### config.mk
export PLATFORM = sky130hd
export DESIGN_NAME = lcd_cgram_loader_flat
export DESIGN_NICKNAME = d
export VERILOG_FILES = /design/src/rtl/lcd_cgram_loader_if.sv /design/src/rtl/lcd_cgram_loader.sv /design/src/flat_wrapper.sv
export SDC_FILE = /design/constraint.sdc
export NUM_CORES = 1
export LEC_CHECK = 0
export ABC_AREA = 1
export CAP_MARGIN = 20
export CORE_UTILIZATION = 62
export DETAILED_ROUTE_END_ITERATION = 12
export PLACE_DENSITY = 0.89
export SYNTH_ARGS = -nofsm -noshare
export SYNTH_HDL_FRONTEND = slang
export SYNTH_SLANG_ARGS = --single-unit
export TNS_END_PERCENT = 10
### constraint.sdc
create_clock -name clk -period 2.5 [get_ports clk]
set_input_delay 0.625 -clock clk [delete_from_list [all_inputs] [get_ports clk]]
set_output_delay 0.625 -clock clk [all_outputs]
set_load 0.05 [all_outputs]
### src/rtl/lcd_cgram_loader_if.sv
// rtl/lcd_cgram_loader_if.sv - pattern-fetch port and LCD pin bundle for the CGRAM loader
interface lcd_cgram_loader_if #(
  parameter int DW = 4
);
  logic          start;
  logic [2:0]    pat_glyph;
  logic [2:0]    pat_row;
  logic [4:0]    pat_data;
  logic          lcd_rs;
  logic          lcd_rw;
  logic          lcd_e;
  logic [DW-1:0] lcd_data;
  logic          busy;
  logic          init_end;

  modport master (
    input  start, pat_data,
    output pat_glyph, pat_row, lcd_rs, lcd_rw, lcd_e, lcd_data, busy, init_end
  );

  modport slave (
    output start, pat_data,
    input  pat_glyph, pat_row, lcd_rs, lcd_rw, lcd_e, lcd_data, busy, init_end
  );
endinterface

### src/rtl/lcd_cgram_loader.sv
// rtl/lcd_cgram_loader.sv - loads NUM_GLYPHS user glyphs into HD44780 CGRAM, then homes DDRAM
module lcd_cgram_loader #(
  parameter int NUM_GLYPHS  = 7,
  parameter int FIRST_GLYPH = 0,
  parameter int BUS_4BIT    = 1,
  parameter int E_PULSE     = 2,
  parameter int GAP_CYCLES  = 3,
  parameter int AUTO_START  = 1
) (
  input  logic              clk,
  input  logic              rst_n,
  lcd_cgram_loader_if.master bus
);
  typedef enum logic [2:0] {S_IDLE, S_CMD_ADDR, S_DATA, S_CMD_HOME, S_DONE} state_t;
  typedef enum logic [1:0] {P_SETUP, P_EHIGH, P_HOLD, P_GAP} phase_t;

  localparam logic [15:0] E_LAST = 16'(E_PULSE - 1);
  localparam logic [15:0] G_LAST = 16'(GAP_CYCLES - 1);
  localparam logic [6:0]  NDATA  = 7'(NUM_GLYPHS * 8);

  state_t      state_q, state_d;
  phase_t      phase_q, phase_d;
  logic [15:0] cnt_q, cnt_d;
  logic        nib_q, nib_d;
  logic [7:0]  byte_q, byte_d;
  logic        rs_q, rs_d;
  logic [2:0]  glyph_q, glyph_d;
  logic [2:0]  row_q, row_d;
  logic [6:0]  dcnt_q, dcnt_d;
  logic        auto_q, auto_d;
  logic        byte_done;

  always_ff @(posedge clk or negedge rst_n) begin
    if (!rst_n) begin
      state_q <= S_IDLE;
      phase_q <= P_SETUP;
      cnt_q   <= '0;
      nib_q   <= 1'b0;
      byte_q  <= '0;
      rs_q    <= 1'b0;
      glyph_q <= 3'(FIRST_GLYPH);
      row_q   <= '0;
      dcnt_q  <= '0;
      auto_q  <= (AUTO_START != 0);
    end else begin
      state_q <= state_d;
      phase_q <= phase_d;
      cnt_q   <= cnt_d;
      nib_q   <= nib_d;
      byte_q  <= byte_d;
      rs_q    <= rs_d;
      glyph_q <= glyph_d;
      row_q   <= row_d;
      dcnt_q  <= dcnt_d;
      auto_q  <= auto_d;
    end
  end

  always_comb begin
    state_d   = state_q;
    phase_d   = phase_q;
    cnt_d     = cnt_q;
    nib_d     = nib_q;
    byte_d    = byte_q;
    rs_d      = rs_q;
    glyph_d   = glyph_q;
    row_d     = row_q;
    dcnt_d    = dcnt_q;
    auto_d    = auto_q;
    byte_done = 1'b0;
    case (state_q)
      S_IDLE, S_DONE: begin
        if (bus.start || auto_q) begin
          auto_d  = 1'b0;
          state_d = S_CMD_ADDR;
          phase_d = P_SETUP;
          cnt_d   = '0;
          nib_d   = 1'b0;
          byte_d  = {2'b01, 3'(FIRST_GLYPH), 3'b000};
          rs_d    = 1'b0;
          glyph_d = 3'(FIRST_GLYPH);
          row_d   = '0;
          dcnt_d  = '0;
        end
      end
      default: begin
        case (phase_q)
          P_SETUP: begin
            phase_d = P_EHIGH;
            cnt_d   = '0;
          end
          P_EHIGH: begin
            if (cnt_q == E_LAST) phase_d = P_HOLD;
            else                 cnt_d   = cnt_q + 16'd1;
          end
          P_HOLD: begin
            if ((BUS_4BIT != 0) && !nib_q) begin
              nib_d   = 1'b1;
              phase_d = P_SETUP;
            end else if (GAP_CYCLES > 0) begin
              phase_d = P_GAP;
              cnt_d   = '0;
            end else begin
              byte_done = 1'b1;
            end
          end
          default: begin
            if (cnt_q == G_LAST) byte_done = 1'b1;
            else                 cnt_d     = cnt_q + 16'd1;
          end
        endcase
        // The next byte is latched on the edge that opens its SETUP cycle,
        // so pat_data is only sampled here and later changes cannot leak in.
        if (byte_done) begin
          phase_d = P_SETUP;
          nib_d   = 1'b0;
          cnt_d   = '0;
          if (state_q == S_CMD_ADDR || (state_q == S_DATA && dcnt_q != NDATA)) begin
            state_d = S_DATA;
            byte_d  = {3'b000, bus.pat_data};
            rs_d    = 1'b1;
            dcnt_d  = dcnt_q + 7'd1;
            if (row_q == 3'd7) begin
              row_d   = '0;
              glyph_d = glyph_q + 3'd1;
            end else begin
              row_d = row_q + 3'd1;
            end
          end else if (state_q == S_DATA) begin
            state_d = S_CMD_HOME;
            byte_d  = 8'h80;
            rs_d    = 1'b0;
          end else begin
            state_d = S_DONE;
          end
        end
      end
    endcase
  end

  assign bus.busy      = (state_q == S_CMD_ADDR) || (state_q == S_DATA) || (state_q == S_CMD_HOME);
  assign bus.init_end  = (state_q == S_DONE);
  assign bus.lcd_e     = bus.busy && (phase_q == P_EHIGH);
  assign bus.lcd_rs    = rs_q;
  assign bus.lcd_rw    = 1'b0;
  assign bus.pat_glyph = glyph_q;
  assign bus.pat_row   = row_q;

  generate
    if (BUS_4BIT != 0) begin : g_bus4
      assign bus.lcd_data = nib_q ? byte_q[3:0] : byte_q[7:4];
    end else begin : g_bus8
      assign bus.lcd_data = byte_q;
    end
  endgenerate
endmodule

### src/flat_wrapper.sv
// flat-port wrapper written by rule: the top's interface ports become plain ports
module lcd_cgram_loader_flat 
#(
  parameter int NUM_GLYPHS  = 7,
  parameter int FIRST_GLYPH = 0,
  parameter int BUS_4BIT    = 1,
  parameter int E_PULSE     = 2,
  parameter int GAP_CYCLES  = 3,
  parameter int AUTO_START  = 1
)
  (clk, rst_n, bus_start, bus_pat_data, bus_pat_glyph, bus_pat_row, bus_lcd_rs, bus_lcd_rw, bus_lcd_e, bus_lcd_data, bus_busy, bus_init_end);
  lcd_cgram_loader_if #(.DW(4)) bus_i ();
  input  logic clk;
  input  logic rst_n;
  input wire logic [$bits(bus_i.start)-1:0] bus_start;
  input wire logic [$bits(bus_i.pat_data)-1:0] bus_pat_data;
  output wire logic [$bits(bus_i.pat_glyph)-1:0] bus_pat_glyph;
  output wire logic [$bits(bus_i.pat_row)-1:0] bus_pat_row;
  output wire logic [$bits(bus_i.lcd_rs)-1:0] bus_lcd_rs;
  output wire logic [$bits(bus_i.lcd_rw)-1:0] bus_lcd_rw;
  output wire logic [$bits(bus_i.lcd_e)-1:0] bus_lcd_e;
  output wire logic [$bits(bus_i.lcd_data)-1:0] bus_lcd_data;
  output wire logic [$bits(bus_i.busy)-1:0] bus_busy;
  output wire logic [$bits(bus_i.init_end)-1:0] bus_init_end;
  assign bus_i.start = bus_start;
  assign bus_i.pat_data = bus_pat_data;
  assign bus_pat_glyph = bus_i.pat_glyph;
  assign bus_pat_row = bus_i.pat_row;
  assign bus_lcd_rs = bus_i.lcd_rs;
  assign bus_lcd_rw = bus_i.lcd_rw;
  assign bus_lcd_e = bus_i.lcd_e;
  assign bus_lcd_data = bus_i.lcd_data;
  assign bus_busy = bus_i.busy;
  assign bus_init_end = bus_i.init_end;
  lcd_cgram_loader #(.NUM_GLYPHS(NUM_GLYPHS), .FIRST_GLYPH(FIRST_GLYPH), .BUS_4BIT(BUS_4BIT), .E_PULSE(E_PULSE), .GAP_CYCLES(GAP_CYCLES), .AUTO_START(AUTO_START)) u_core (.clk(clk), .rst_n(rst_n), .bus(bus_i));
endmodule
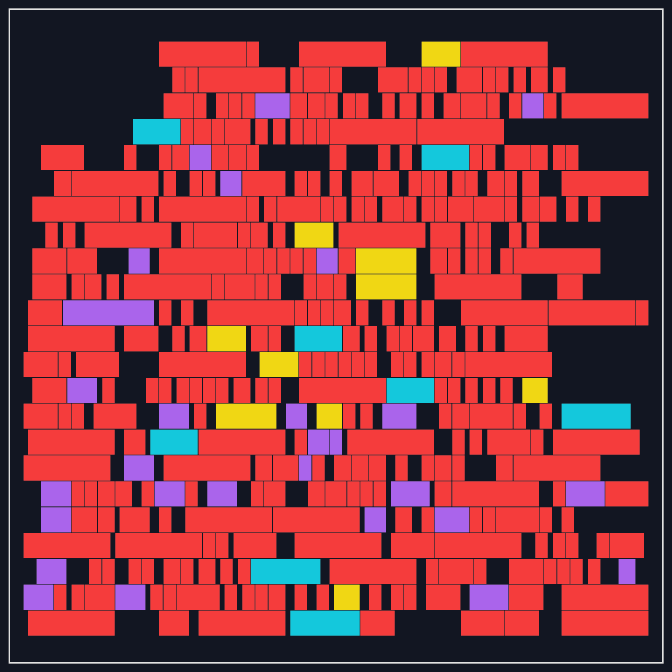
Run 1: drive-strength map
| size | color | cells |
|---|---|---|
| drive 6 and up | cyan | 8 |
| drive 1 or less | red | 336 |
| drive 3 to 4 | yellow | 10 |
| drive 2 | purple | 28 |
final instance area: 0.00310 mm²
Area growth syn-to-layout: 12.9%
slack of the critical path: 151 ps
Buffers, non-clock: 24

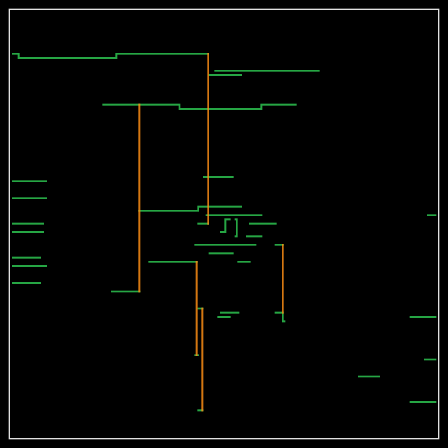
Run 1: wiring by layer
Only two layers are drawn.
| layer | color | wire length |
|---|---|---|
| met4 | orange | 99.3 µm |
| met3 | green | 217 µm |

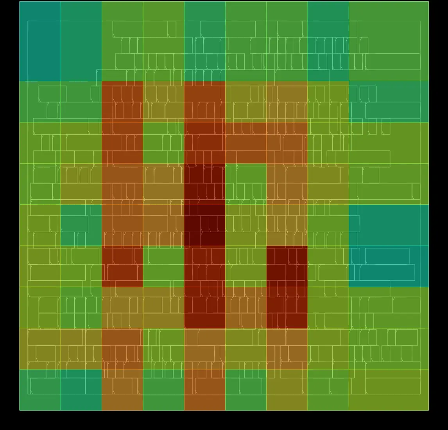
Run 1: routing congestion map
gr usage total: 25.7%
WL/cell: 12.2 µm
Layout Utilization: 75.4%
met2 usage in global routing: 43.6%

==> flow_summary.ini, run 1 <==
; synthesis and place-and-route metrics
[route]
via_per_inst = 5.37
wl_met1_um = 2410
top_layer_used = met4
wl_um = 5270
drc_errors = 0
dr_wl_met3_um = 217
first_pass_iters = 4

[job]
warnings = 32
max_cap_viol_count = 0

[synthesis]
ys_sh_mux_pct = 1.23
ys_cells = 358
synthAdderAreaFrac_pct = 5.47
dominantRegCellSynth = dfrtp_1
edf_count = 0
xor_share_pct = 2.87
yosys.stat.seqShare_pct = 40.1
synth_cells = 358
syn_area_per_cell_um2 = 7.67
synth_nets = 378
ys_seq_elements = 44
top_cell = nand2_1
ys_sh_aoi_pct = 7.70
topCellsByArea = dfrtp_1, nand2_1, nand3_1
top_area_share_pct = 39.2
ys_chip_area_mm2 = 0.00275
synthArstFlopShare_pct = 100
synth_cell_types = 36
simple_gate_area_share_pct = 36.2
syn_area_mm2 = 0.00275

[grt]
grt.overflow.total = 0
grt_use_met1_pct = 31.7
grt_pass1_wl_um = 8960
grt_pass1_vias = 2138
use_met3_pct = 6.09
grt_max_degree = 24
grt-busiest-layer = met2

[die]
die_y_um = 68.6
ios = 23
fp_util_pct = 66.7
core_mm2 = 0.00412
tap_cells = 50

[critical_path]
crit_start = u_core.nib_q
cp_num_buf_inv = 2
worst_path_max_delay_cell = clkdlybuf4s50_1
r2r-end = u_core.cnt_q[6]
start_kind = flop
path_delay_family = buffers and inverters
crit_fanout = 7
cp_num_cells = 3
worstPathCellList = nand2_1 -> inv_1 -> clkdlybuf4s50_1
slowest_delay_ps = 780
critPathArrivalTime_ps = 1720
r2r-start = u_core.phase_q[0]
worst-r2r-cell-count = 10
crit_path_end_kind = primary output

[placement]
numPortBuffers = 21
hpwl_um = 3880
pre_cts_ws_ps = 353
gp_congestion = 0.834

[status]
status = finished, final reports clean

[power_and_ir_drop]
pg_comb_mw = 0.0563
power_leakage_nw = 1.63
power_leader = registers
power.share.switching_pct = 22.9
pwr-share-clk_pct = 36.2
p_seq_share_pct = 59.1
power_frac_comb_pct = 4.6
total_power_mw = 1.21
p_int_mw = 0.935
seq_cell_power_mw = 0.717
ir_worst_vdd_mv = 0.435

[finish]
seq_share_pct = 35.5
largestClassByArea = logic gates
largest-register = u_core.cnt_q
ff_count = 44
buf_share_pct = 8.55
final_cells = 432
area.share.combinational_pct = 47.4
logic_area_mm2 = 0.00147
register_area_mm2 = 0.00110
layout_top_cells = nand2_1, dfrtp_1, nor2_1, nand3_1, inv_1
largestRegisters = u_core.cnt_q x16, u_core.byte_q x7, u_core.dcnt_q x7
inverters = 32

[sta]
finalCritPeriodShare_pct = 94.0
grt_setup_unrepaired = no
finalSetupViolCount = 0
worst_pin_slew_ps = 528
setup_tns_ps = 0
hold_viol_final = 0
period_minus_slack_ps = 2350
fmax_ghz = 0.426
worst_hold_slack_ps = 284

[cts]
cts-buffers-inserted = 5
cts_tree = yes
cts_setup_buffers = 0
cts.clk_slew.worst_paths_ps = 80
htreeDepth = 2
cts_resized = 0
cts_hold_buf = 0
insertion_delay_ps = 310
clock_sinks = 44
cts-root-buf = clkbuf_8
==> inputs of run 2 (changes only) <==
--- a/config.mk
+++ b/config.mk
@@ -10,6 +10,7 @@
 export CORE_UTILIZATION = 62
 export DETAILED_ROUTE_END_ITERATION = 12
 export PLACE_DENSITY = 0.89
+export SKIP_LAST_GASP = 1
 export SYNTH_ARGS = -nofsm -noshare
 export SYNTH_HDL_FRONTEND = slang
 export SYNTH_SLANG_ARGS = --single-unit
==> constraint.sdc (replaced) <==
create_clock -name clk -period 2.5 [get_ports clk]
set_input_delay 0.375 -clock clk [delete_from_list [all_inputs] [get_ports clk]]
set_output_delay 0.375 -clock clk [all_outputs]
set_load 0.05 [all_outputs]
==> run 2 against run 1 <==
Hold slack got worse by 230 ps. Fmax increased by 4.7%. Via count increased by 1.0%. Sequential power about the same. Power increased by 4.2%. Global-route usage increased by 0.52 points. Utilization decreased by 0.43 points. Sequential share of layout area increased by 0.20 points. Routed wire length increased by 5.0%. Die area unchanged. Synthesized cell count unchanged.
==> flow_summary.ini, run 2 <==
; synthesis and place-and-route metrics
[status]
status = finished, final reports clean

[finish]
largestRegisters = u_core.cnt_q x16, u_core.byte_q x7, u_core.dcnt_q x7
final_design_area_no_fill_mm2 = 0.00308
nFillCells = 307
register_area_mm2 = 0.00110
largest-register = u_core.cnt_q
inverters = 32
logic_area_mm2 = 0.00147
seq_share_pct = 35.7
n_all_buffers = 23
layout_top_cells = nand2_1, dfrtp_1, nor2_1, nand3_1, inv_1
diodes = 0
utilization_pct = 74.9
area.growth.synth_to_final_pct = 12.3
largestClassByArea = logic gates
ff_count = 44
buf_share_pct = 7.38
fin_nets = 400

[sta]
setup_tns_ps = 0
finalSetupViolCount = 0
period_minus_slack_ps = 2240
setup_slack_ps = 256
finalClockSkew_ps = 8.38
hold_viol_final = 0
fmax_ghz = 0.446
grt_setup_unrepaired = no
worst_hold_slack_ps = 54.4
worst_pin_slew_ps = 569
finalCritPeriodShare_pct = 89.7

[cts]
clock_sinks = 44
cts_setup_buffers = 0
cts_resized = 0
cts-buffers-inserted = 5
cts_tree = yes
cts.clk_slew.worst_paths_ps = 90
cts-root-buf = clkbuf_8
insertion_delay_ps = 300
htreeDepth = 2
cts_hold_buf = 0

[die]
num_rows = 23
ios = 23
dieWidth_um = 68.6
core_mm2 = 0.00412
die_y_um = 68.6
tap_cells = 50
fp_util_pct = 66.7

[critical_path]
crit_start = u_core.nib_q
worst_path_max_delay_cell = clkdlybuf4s50_1
critPathArrivalTime_ps = 1870
path_delay_family = buffers and inverters
worst-r2r-cell-count = 9
r2r-start = u_core.phase_q[0]
cp_num_buf_inv = 1
slowest_delay_ps = 700
crit_fanout = 7
start_kind = flop
cp_num_cells = 2
cp.required_ps = 2120
crit_path_end_kind = primary output
r2r-end = u_core.cnt_q[6]
setup.worst_path.end = bus_lcd_data[0]
worstSetupPathType = flop to primary output
worstPathCellList = mux2_2 -> clkdlybuf4s50_1

[power_and_ir_drop]
seq_cell_power_mw = 0.717
power_leader = registers
ir_worst_vdd_mv = 0.356
pwr-share-clk_pct = 39.0
power_leakage_nw = 1.60
power_frac_comb_pct = 4.3
pg_comb_mw = 0.0541
p_int_mw = 0.987
p_seq_share_pct = 56.7
total_power_mw = 1.26
p_per_area_mw_per_mm2 = 410
power.share.switching_pct = 22.0

[synthesis]
synthArstFlopShare_pct = 100
syn_area_per_cell_um2 = 7.67
topCellsByArea = dfrtp_1, nand2_1, nand3_1
logic_family = simple AND/OR/NAND/NOR gates
yosys.stat.seqShare_pct = 40.1
syn_area_mm2 = 0.00275
edf_count = 0
synthAdderAreaFrac_pct = 5.47
ys_sh_aoi_pct = 7.70
ys_cells = 358
xor_share_pct = 2.87
top_area_share_pct = 39.2
synth_nets = 378
synth_cells = 358
ys_chip_area_mm2 = 0.00275
ys_seq_elements = 44
dominantRegCellSynth = dfrtp_1
synth_cell_types = 36
simple_gate_area_share_pct = 36.2
top_cell = nand2_1
ys_sh_mux_pct = 1.23

[job]
warnings = 32
max_cap_viol_count = 0

[route]
wl_met1_um = 2520
first_pass_iters = 4
via_per_inst = 5.43
top_layer_used = met4
drc_errors = 0
dr_wl_met3_um = 219

[placement]
pre_cts_ws_ps = 556
gp_congestion = 0.925
hpwl_um = 3920
numPortBuffers = 21

[grt]
grt_max_degree = 26
grt_use_met1_pct = 31.1
grt_pass1_vias = 2132
grt_pass1_wl_um = 9080
grt-busiest-layer = met2
grt.overflow.total = 0
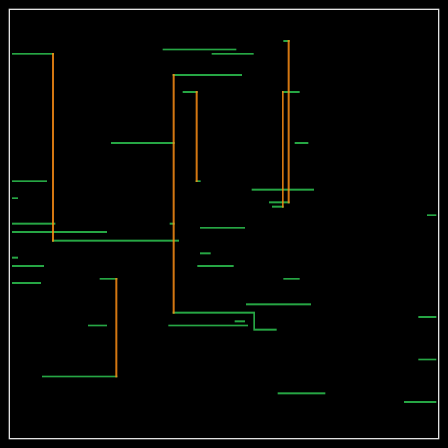
Run 2: wiring by layer
Only two layers are drawn.
| layer | color | wire length |
|---|---|---|
| met3 | green | 219 µm |
| met4 | orange | 142 µm |
gr usage total: 26.3%
final WL: 5540 µm
WL/cell: 12.8 µm
via count: 2342

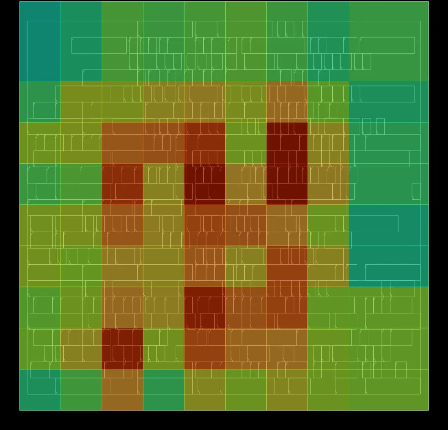
Run 2: routing congestion map
met2 usage in global routing: 45.0%
M3 GR Usage: 6.25%

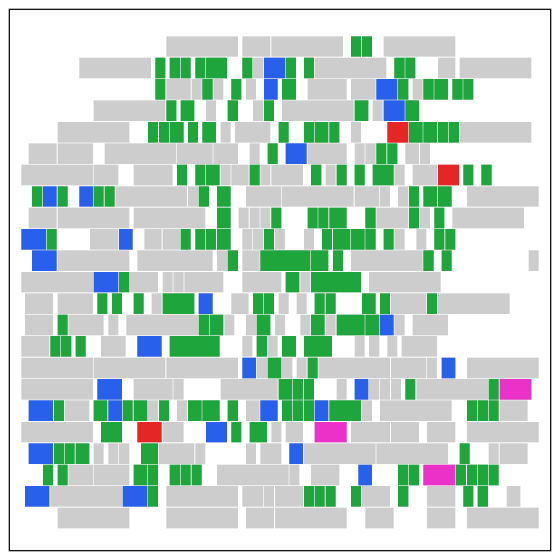
Run 2: logic cells by family
| family | color | cells |
|---|---|---|
| multiplexers | magenta | 3 |
| inverting AOI/OAI gates | blue | 28 |
| NAND gates | green | 168 |
| AND-OR and OR-AND gates | red | 3 |
Comb/total area: 47.7%
most frequent logic cell in the layout: nand2_1
fin cells: 431

==> inputs of run 3 (changes only) <==
--- a/config.mk
+++ b/config.mk
@@ -7,9 +7,10 @@
 export LEC_CHECK = 0
 export ABC_AREA = 1
 export CAP_MARGIN = 20
-export CORE_UTILIZATION = 62
+export CORE_MARGIN = 2
+export CORE_UTILIZATION = 52
 export DETAILED_ROUTE_END_ITERATION = 12
-export PLACE_DENSITY = 0.89
+export PLACE_DENSITY = 0.8
 export SKIP_LAST_GASP = 1
 export SYNTH_ARGS = -nofsm -noshare
 export SYNTH_HDL_FRONTEND = slang
==> constraint.sdc (replaced) <==
create_clock -name clk -period 1.8 [get_ports clk]
set_input_delay 0.27 -clock clk [delete_from_list [all_inputs] [get_ports clk]]
set_output_delay 0.27 -clock clk [all_outputs]
set_load 0.05 [all_outputs]
==> run 3 against run 2 <==
Register-to-register slack lost 430 ps. Count of clock-buffer cells in the layout is the same. Power grew 36%. Sequential cell count is the same. Cell area grew 9.9%. Sequential share of layout area shrank 3.2 points. Synthesized cell count is the same. Non-clock buffer count grew 17. Routed wire length grew 14%. Hold slack gained 390 ps. Combinational power grew 48%. Critical path type unchanged. Critical endpoint is now bus_init_end. Largest cell class unchanged.
==> flow_summary.ini, run 3 <==
; synthesis and place-and-route metrics
[placement]
gp_congestion = 0.877
numPortBuffers = 21
hpwl_um = 4000

[synthesis]
synthArstFlopShare_pct = 100
simple_gate_area_share_pct = 36.2
top_area_share_pct = 39.2
xor_share_pct = 2.87
ys_cells = 358
ys_sh_aoi_pct = 7.70
synth_cell_types = 36
topCellsByArea = dfrtp_1, nand2_1, nand3_1
dominantRegCellSynth = dfrtp_1
synthAdderAreaFrac_pct = 5.47
ys_seq_elements = 44
synth_cells = 358
edf_count = 0
top_cell = nand2_1
yosys.stat.seqShare_pct = 40.1
logic_family = simple AND/OR/NAND/NOR gates

[power_and_ir_drop]
pwr-share-clk_pct = 37.6
power.share.switching_pct = 22.5
seq_cell_power_mw = 0.996
p_seq_share_pct = 57.8
power_leader = registers
total_power_mw = 1.72
pg_comb_mw = 0.0798
power_leakage_nw = 1.72
p_int_mw = 1.34
power_frac_comb_pct = 4.6

[cts]
cts_hold_buf = 1
cts-buffers-inserted = 5
insertion_delay_ps = 300
clock_sinks = 44
htreeDepth = 2
cts_resized = 4
cts.clk_slew.worst_paths_ps = 80
cts_tree = yes
cts-root-buf = clkbuf_8
cts_setup_buffers = 3

[finish]
largest-register = u_core.cnt_q
largestClassByArea = logic gates
ff_count = 44
fin_nets = 420
nFillCells = 415
buf_share_pct = 11.1
inverters = 33
layout_top_cells = nand2_1, dfrtp_1, nor2_1, nand3_1, inv_1
final_design_area_no_fill_mm2 = 0.00339

[sta]
fmax_ghz = 0.557
finalClockSkew_ps = 7.25
worst_hold_slack_ps = 444
finalCritPeriodShare_pct = 99.8
setup_slack_ps = 3.88
grt_setup_unrepaired = yes
finalSetupViolCount = 0
period_minus_slack_ps = 1800

[critical_path]
worstSetupPathType = flop to primary output
critPathArrivalTime_ps = 1530
worst-r2r-cell-count = 10
path_delay_family = buffers and inverters
r2r-start = u_core.phase_q[0]
cp_num_cells = 5
r2r-end = u_core.cnt_q[1]
setup.worst_path.end = bus_init_end
cp.required_ps = 1530
worstPathCellList = inv_1 -> nand2_4 -> buf_4 -> nor2_2 -> buf_12
start_kind = flop
worst_path_max_delay_cell = dfrtp_1

[die]
die_y_um = 76.7
dieWidth_um = 76.7
fp_util_pct = 53.8
core_mm2 = 0.00511

[job]
max_cap_viol_count = 0
warnings = 33

[route]
wl_met1_um = 2770
dr_wl_met3_um = 318
top_layer_used = met4

[grt]
grt_pass1_vias = 2285
grt.overflow.total = 0
use_met3_pct = 4.47
grt_pass1_wl_um = 9880
grt_max_degree = 27
grt_use_met1_pct = 25.7

[status]
status = finished, final reports clean
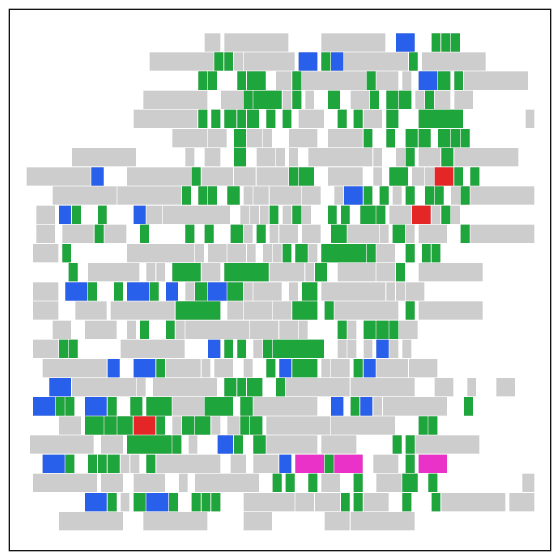
Run 3: logic cells by family
fin cells: 471
Comb/total area: 47.2%

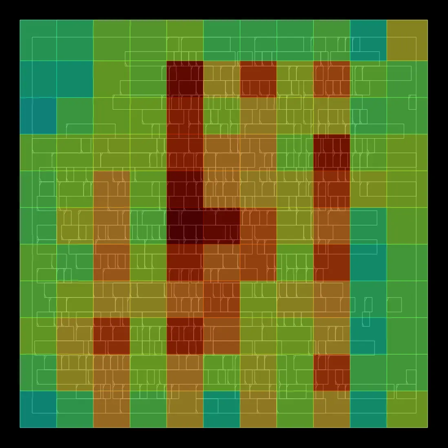
Run 3: routing congestion map
WL/cell: 13.4 µm
gr usage total: 20.5%
GRT busiest layer: met2
met2 usage in global routing: 34.6%
Layout Utilization: 66.3%

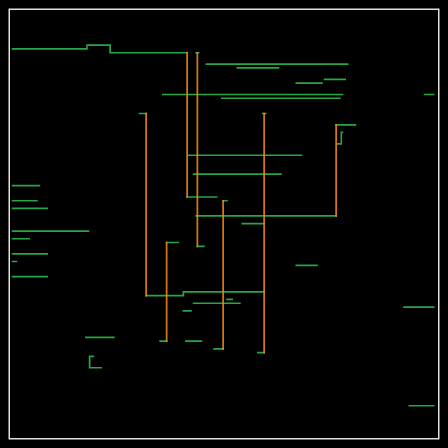
Run 3: wiring by layer
Only two layers are drawn.
| layer | color | wire length |
|---|---|---|
| met4 | orange | 197 µm |
| met3 | green | 319 µm |
via count: 2465
final WL: 6310 µm

Power is estimated from default activity; no workload was simulated.
